===== src/rtl/vote_filter_pkg.sv =====
// rtl/vote_filter_pkg.sv - shared state encoding and width helper for the vote threshold filter
package vote_filter_pkg;

    typedef logic [1:0] state_t;

    localparam state_t ST_LO      = 2'd0;
    localparam state_t ST_PEND_HI = 2'd1;
    localparam state_t ST_HI      = 2'd2;
    localparam state_t ST_PEND_LO = 2'd3;

    // Bits needed to hold any value 0..n
    function automatic int count_width(input int n);
        return (n < 1) ? 1 : $clog2(n + 1);
    endfunction

endpackage


===== src/rtl/vote_popcount.sv =====
// rtl/vote_popcount.sv - combinational population count of the vote bus
module vote_popcount
    import vote_filter_pkg::*;
#(
    parameter int N_VOTE = 3,
    parameter int THR_W  = count_width(N_VOTE)
) (
    input  logic [N_VOTE-1:0] vote,
    output logic [THR_W-1:0]  count
);

    always_comb begin
        count = '0;
        for (int i = 0; i < N_VOTE; i++) begin
            count = count + THR_W'(vote[i]);
        end
    end

endmodule


===== src/rtl/vote_threshold_filter.sv =====
// rtl/vote_threshold_filter.sv - registered K-of-N vote with override, persistence filter and rise counter
module vote_threshold_filter
    import vote_filter_pkg::*;
#(
    parameter int N_VOTE = 3,
    parameter int HOLD   = 4,
    parameter int CNT_W  = 8,
    localparam int THR_W = count_width(N_VOTE)
) (
    input  logic              clk,
    input  logic              rst_n,
    input  logic              en,
    input  logic              ovr,
    input  logic [N_VOTE-1:0] vote,
    input  logic [THR_W-1:0]  thr,
    input  logic              cnt_clr,
    output logic              raw,
    output logic              y,
    output logic              rise,
    output logic [CNT_W-1:0]  evt_cnt
);

    localparam int RUN_W = count_width(HOLD);
    localparam logic [RUN_W-1:0] RUN_LAST = RUN_W'(HOLD - 1);
    localparam logic [RUN_W-1:0] RUN_ONE  = RUN_W'(1);
    localparam logic [CNT_W-1:0] CNT_MAX  = {CNT_W{1'b1}};

    logic [THR_W-1:0] count;
    logic             raw_d;
    logic             raw_ovr;
    state_t           state;
    state_t           state_nxt;
    logic [RUN_W-1:0] run_cnt;
    logic [RUN_W-1:0] run_nxt;
    logic             y_nxt;
    logic             going_up;

    vote_popcount #(
        .N_VOTE (N_VOTE),
        .THR_W  (THR_W)
    ) u_popcount (
        .vote  (vote),
        .count (count)
    );

    // thr=0 always passes; thr above N_VOTE can never be met by votes alone
    assign raw_d = ovr | (count >= thr);

    always_comb begin
        state_nxt = state;
        run_nxt   = run_cnt;
        y_nxt     = y;
        case (state)
            ST_LO: begin
                if (raw_ovr || (raw && HOLD == 1)) begin
                    state_nxt = ST_HI;
                    run_nxt   = '0;
                    y_nxt     = 1'b1;
                end else if (raw) begin
                    state_nxt = ST_PEND_HI;
                    run_nxt   = RUN_ONE;
                end
            end
            ST_PEND_HI: begin
                if (raw_ovr || (raw && run_cnt == RUN_LAST)) begin
                    state_nxt = ST_HI;
                    run_nxt   = '0;
                    y_nxt     = 1'b1;
                end else if (!raw) begin
                    state_nxt = ST_LO;
                    run_nxt   = '0;
                end else begin
                    run_nxt = run_cnt + RUN_ONE;
                end
            end
            ST_HI: begin
                if (!raw && HOLD == 1) begin
                    state_nxt = ST_LO;
                    run_nxt   = '0;
                    y_nxt     = 1'b0;
                end else if (!raw) begin
                    state_nxt = ST_PEND_LO;
                    run_nxt   = RUN_ONE;
                end
            end
            ST_PEND_LO: begin
                if (raw) begin
                    state_nxt = ST_HI;
                    run_nxt   = '0;
                end else if (run_cnt == RUN_LAST) begin
                    state_nxt = ST_LO;
                    run_nxt   = '0;
                    y_nxt     = 1'b0;
                end else begin
                    run_nxt = run_cnt + RUN_ONE;
                end
            end
            default: begin
                state_nxt = ST_LO;
                run_nxt   = '0;
                y_nxt     = 1'b0;
            end
        endcase
    end

    assign going_up = en & y_nxt & ~y;

    always_ff @(posedge clk or negedge rst_n) begin
        if (!rst_n) begin
            raw     <= 1'b0;
            raw_ovr <= 1'b0;
            state   <= ST_LO;
            run_cnt <= '0;
            y       <= 1'b0;
            rise    <= 1'b0;
            evt_cnt <= '0;
        end else begin
            if (en) begin
                raw     <= raw_d;
                raw_ovr <= ovr;
                state   <= state_nxt;
                run_cnt <= run_nxt;
                y       <= y_nxt;
            end
            rise <= going_up;
            // Clear wins over a coincident rise
            if (cnt_clr) begin
                evt_cnt <= '0;
            end else if (going_up && evt_cnt != CNT_MAX) begin
                evt_cnt <= evt_cnt + 1'b1;
            end
        end
    end

endmodule


===== config.mk =====
export PLATFORM = sky130hd
export DESIGN_NAME = vote_threshold_filter
export DESIGN_NICKNAME = d
export VERILOG_FILES = /design/src/rtl/vote_filter_pkg.sv /design/src/rtl/vote_popcount.sv /design/src/rtl/vote_threshold_filter.sv
export SDC_FILE = /design/constraint.sdc
export NUM_CORES = 1
export LEC_CHECK = 0
export CORE_MARGIN = 8
export CORE_UTILIZATION = 35
export CTS_CLUSTER_SIZE = 10
export DETAILED_ROUTE_END_ITERATION = 7
export SYNTH_ARGS = -nofsm -noshare
export SYNTH_HDL_FRONTEND = slang
export SYNTH_SLANG_ARGS = --single-unit

===== constraint.sdc =====
create_clock -name clk -period 2.88 [get_ports clk]
set_input_delay 0.288 -clock clk [delete_from_list [all_inputs] [get_ports clk]]
set_output_delay 0.288 -clock clk [all_outputs]
set_load 0.005 [all_outputs]

Fig. 1: cell classes on the final placement
Fill, decap, tap and diode cells in grey.
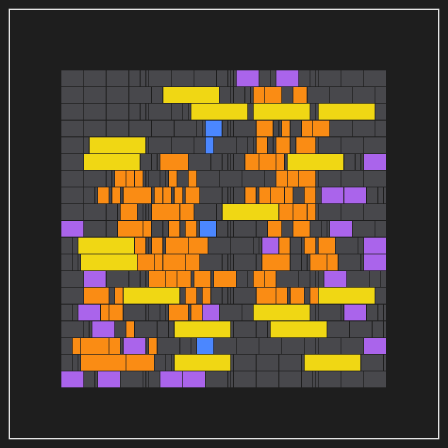
| class | colour | cells | share of their area |
|---|---|---|---|
| clock drivers and dummy loads | blue | 4 | 2.2% |
| all other logic | orange | 86 | 45% |
| other buffers and delay cells | purple | 22 | 18% |
| flip-flops | yellow | 17 | 35% |
final core utilization: 46.04%
fraction of area in registers: 33.80%

Fig. 2: signal metal coverage by tile
The bar under the picture is 20 um long. 14 x 14 tiles, from black (low) to pale yellow (high), scaled to the fullest tile. Values are wire area over tile area, all layers added.
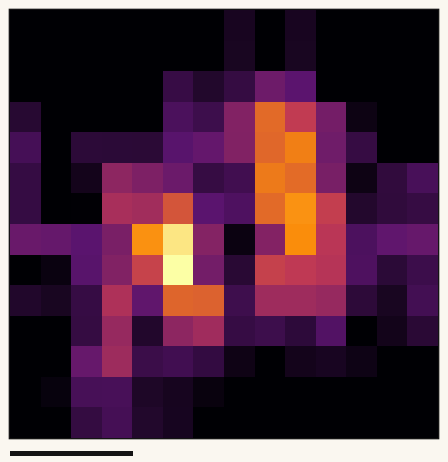
nearly empty tiles: 37%
mean over tiles: 0.071
emptiest ninth of the die: north-west
tiles over half the peak: 9.7%
densest ninth of the die: centre
fullest tile: 0.41
total wire length: 2.179 mm
total number of vias: 897
drt wl/cell: 13.62 um
total track usage: 9.644%

Fig. 3: cell placement
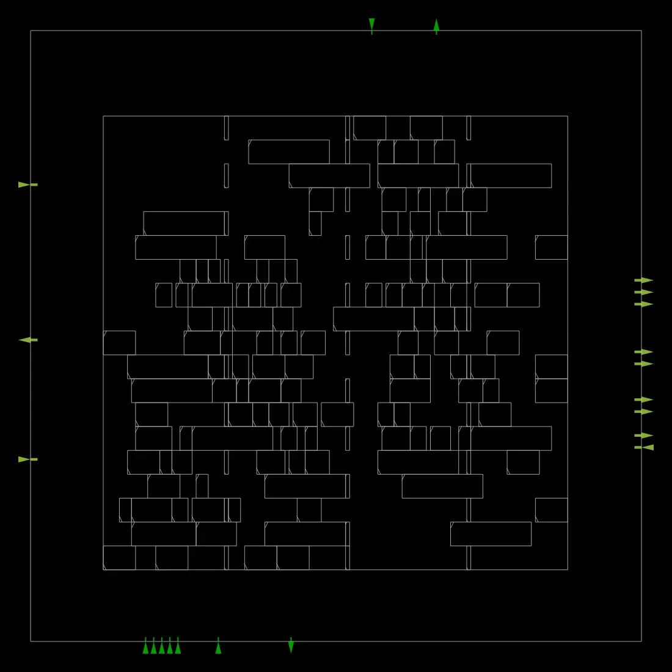
Cell Count, Final, Fillers Out: 160
flip-flops: 17
CORE AREA: 2734 um2
tap cell count: 31

Fig. 4: metal layers overlaid
The bar under the picture is 20 um long. Two of the layers only.
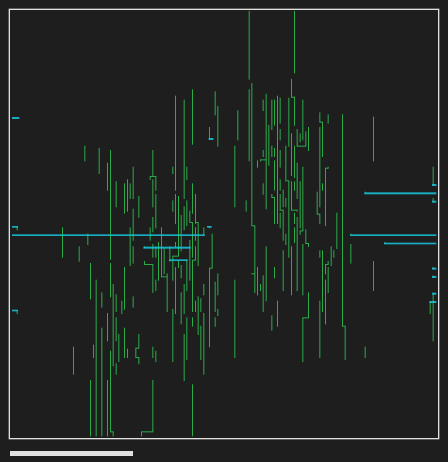
| layer | colour | wire length |
|---|---|---|
| met2 | green | 1080 um |
| met3 | cyan | 80.3 um |

Fig. 5: register map, names as in the netlist
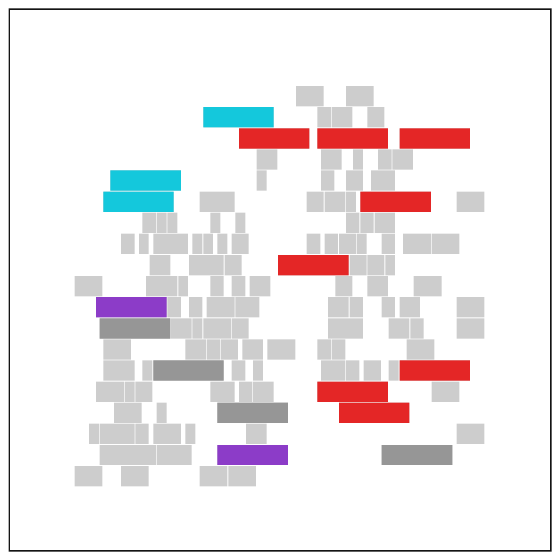
| name in the netlist | colour | placed flops |
|---|---|---|
| `state` | purple | 2 |
| `run_cnt` | cyan | 3 |
| `evt_cnt` | red | 8 |
P_seq: 309 uW
flip-flop and latch area: 425.4 um2

==> flow_metrics.py <==
# Auto-generated metrics
metrics = {
    "floorplanning": {
        "chipWidth_um": 69.58,
        "num_rows": 19,
        "io_pins": 21,
        "dieArea_um2": 4841,
    },
    "run": {
        "warning_count": 27,
    },
    "yosys": {
        "edf_count": 0,
        "ys_warn_count": 0,
        "yosys-top-cells-area": "dfrtp_1 (42%), ha_1 (7.5%), a21oi_1 (5.5%)",
        "yosysTopAreaCell": "dfrtp_1",
        "top_cell_area_share_pct": 42.34,
        "ys_seq_share_pct": 42.34,
        "yosysCellCount": 109,
        "yosys_most_used_dff": "dfrtp_1",
        "synth.distinct_cells": 34,
        "synth.avg_cell_area_um2": 9.218,
        "ys_chip_area_um2": 1005,
        "numSynthFlops": 17,
    },
    "power": {
        "total_leakage_power_nw": 0.4980,
        "vdd_ir_drop_max_mv": 0.2790,
        "swShare_pct": 31.87,
        "p_per_area_nw_per_um2": 464.8,
        "p_comb_share_pct": 25.1,
        "seqPwrFrac_pct": 52.9,
    },
    "clocking": {
        "cts_sinks": 17,
        "cts-buffers-inserted": 3,
        "cts_tree": "built",
        "clkLatencyLatePin_ns": 0.29,
        "cts_setup_buffers": 0,
        "cts_hold_buffers": 0,
        "clock_path_buffers": 2,
        "root_buffer": "clkbuf_4",
        "clk_pin_slew_worst_paths_ns": 0.10,
    },
    "timing": {
        "fin_worst_skew_ns": 0.001988,
        "slew_headroom_pct": 47.53,
        "setup_viol": 0,
        "tns_ns": 0,
        "fin_crit_sh_pct": 83.89,
        "period_minus_slack_ns": 2.416,
        "rsz0062_at_grt": "no",
        "hold_viol": 0,
        "slew_viol_final": 0,
        "fmax_mhz": 413.9,
    },
    "detailed_routing": {
        "drc": 0,
        "drt_first_pass_iters": 4,
        "final_antenna_net_count": 0,
    },
    "setup_path": {
        "crit_slowest_cell": "or4b_1",
        "cpPeakStageDelay_ns": 0.74,
        "worstPathMaxFanout": 17,
        "crit_required_ns": 3.10,
        "cp-end-kind": "register",
        "criticalPathCategory": "register to register",
        "arrival_ns": 2.63,
        "worstPathCellList": "ha_1, ha_1, a31oi_1, or4b_1, or4_1, a21oi_1",
        "crit_top_cell": "ha_1",
        "worst-path-buf-inv": 0,
    },
    "global_routing": {
        "grt_max_degree": 18,
        "grt_pass1_wl_mm": 3.967,
    },
    "placement": {
        "dp_cells": 156,
        "dp_hpwl_mm": 1.627,
        "dpl_cell_area_um2": 1232,
        "io_buffers": 20,
        "gp_congestion": 0.7588,
    },
    "layout": {
        "syn_to_final_growth_pct": 25.28,
        "antenna_cells": 0,
        "final_area_um2": 1259,
        "drive_above_1_share_pct": 6.202,
    },
    "hold_path": {
        "hold_class": "input port to asynchronous set/reset pin",
    },
    "run_status": {
        "status": "completed",
    },
}
Yosys cell counts, types with 2 or more instances:
cell and instances:
nand2b_1 2, inv_1 9, o31ai_1 4, nor2_1 4
o21ai_0 4, or4_1 5, nand3_1 4, nand2_1 7
a31oi_1 2, nand4_1 4, or3b_1 2, clkbuf_1 2
buf_2 3, dfrtp_1 17, or3_1 3, a21oi_1 11
o21ai_1 4, ha_1 6
cell usage in the layout, fill, tap and decap left out, drive strengths merged:
master / count
fa: 1
o21ai: 8
nand3: 4
nor3: 1
nand4: 4
inv: 10
mux2: 2
a211oi: 1
or3b: 2
nand3b: 1
a32o: 1
nand2b: 2
and2: 1
o41ai: 1
ha: 6
or4: 5
buf: 2
a31oi: 2
a22o: 1
dfrtp: 17
or4b: 2
clkbuf: 4
a21oi: 11
nor2: 4
and2b: 1
nand2: 7
o31ai: 4
or3: 3
clkdlybuf4s50: 20
o22ai: 1
final timing paths:
check | from | endpoint | slack (ns) | cells past startpoint
max in group asynchronous | rst_n | state[0] | 1.95 | 1
hold reg to reg | run_cnt[1] | run_cnt[1] | 0.51 | 2
min in group clk | run_cnt[1] | run_cnt[1] | 0.51 | 2
setup / recovery | run_cnt[0] | evt_cnt[5] | 0.46 | 6
hold / removal | rst_n | evt_cnt[2] | 0.45 | 1
setup reg to reg | run_cnt[0] | evt_cnt[5] | 0.46 | 6
final cells by class:
type,count,area (um2)
inverters,10,37.54
fillers,270,1475
well taps,31,38.79
clock buffers,4,26.28
flip-flops and latches,17,425.4
repair buffers,22,215.2
multi-input cells,76,515.5
per-stage QoR:
stage,total power [mW],hold WS (ns),utilization (%),setup WS (ns)
6_report,0.5850,0.4481,46.04,0.4641
5_1_grt,0.6351,0.4921,46.04,0.2482
3_5_place_dp,0.4620,0.4947,45.08,0.4906
4_1_cts,0.5960,0.4708,46.04,0.4737
3_3_place_gp,0.4577,0.4756,45.08,0.5515
2_1_floorplan,0.4147,-0.007591,-,0.8036
sequential cells by signal, indices dropped and copies added, names as in the netlist:
register and cells:
y 1, raw_ovr 1, rise 1, state 2, run_cnt 3, evt_cnt 8, raw 1
per-layer routing:
metal / vias up / global-route usage, % / part of all wire, %
li1: 438 / - / -
met1: 437 / 10.78 / 45
met2: 18 / 16.39 / 49
met3: 4 / 2.146 / 3.7
met4: 0 / 5.467 / 1.6
met5: - / 0 / 0
cells by family after synthesis:
| group | share of synthesized area (%) |
|---|---|
| compound gates | 17.81 |
| fa+ha+maj | 9.464 |
| buf+inv | 6.350 |
| flops | 42.34 |
| mux | 2.241 |
| simple gates | 21.79 |
power by group through the flow:
stage / sequential [mW] / clock (mW) / combinational [mW]
final: 0.309 / 0.129 / 0.147
after global routing: 0.319 / 0.146 / 0.170
after CTS: 0.309 / 0.138 / 0.150
after detailed placement: 0.313 / 0 / 0.149
after global placement: 0.312 / 0 / 0.146
after floorplan: 0.294 / 0 / 0.121
Power is estimated from default activity; no workload was simulated.
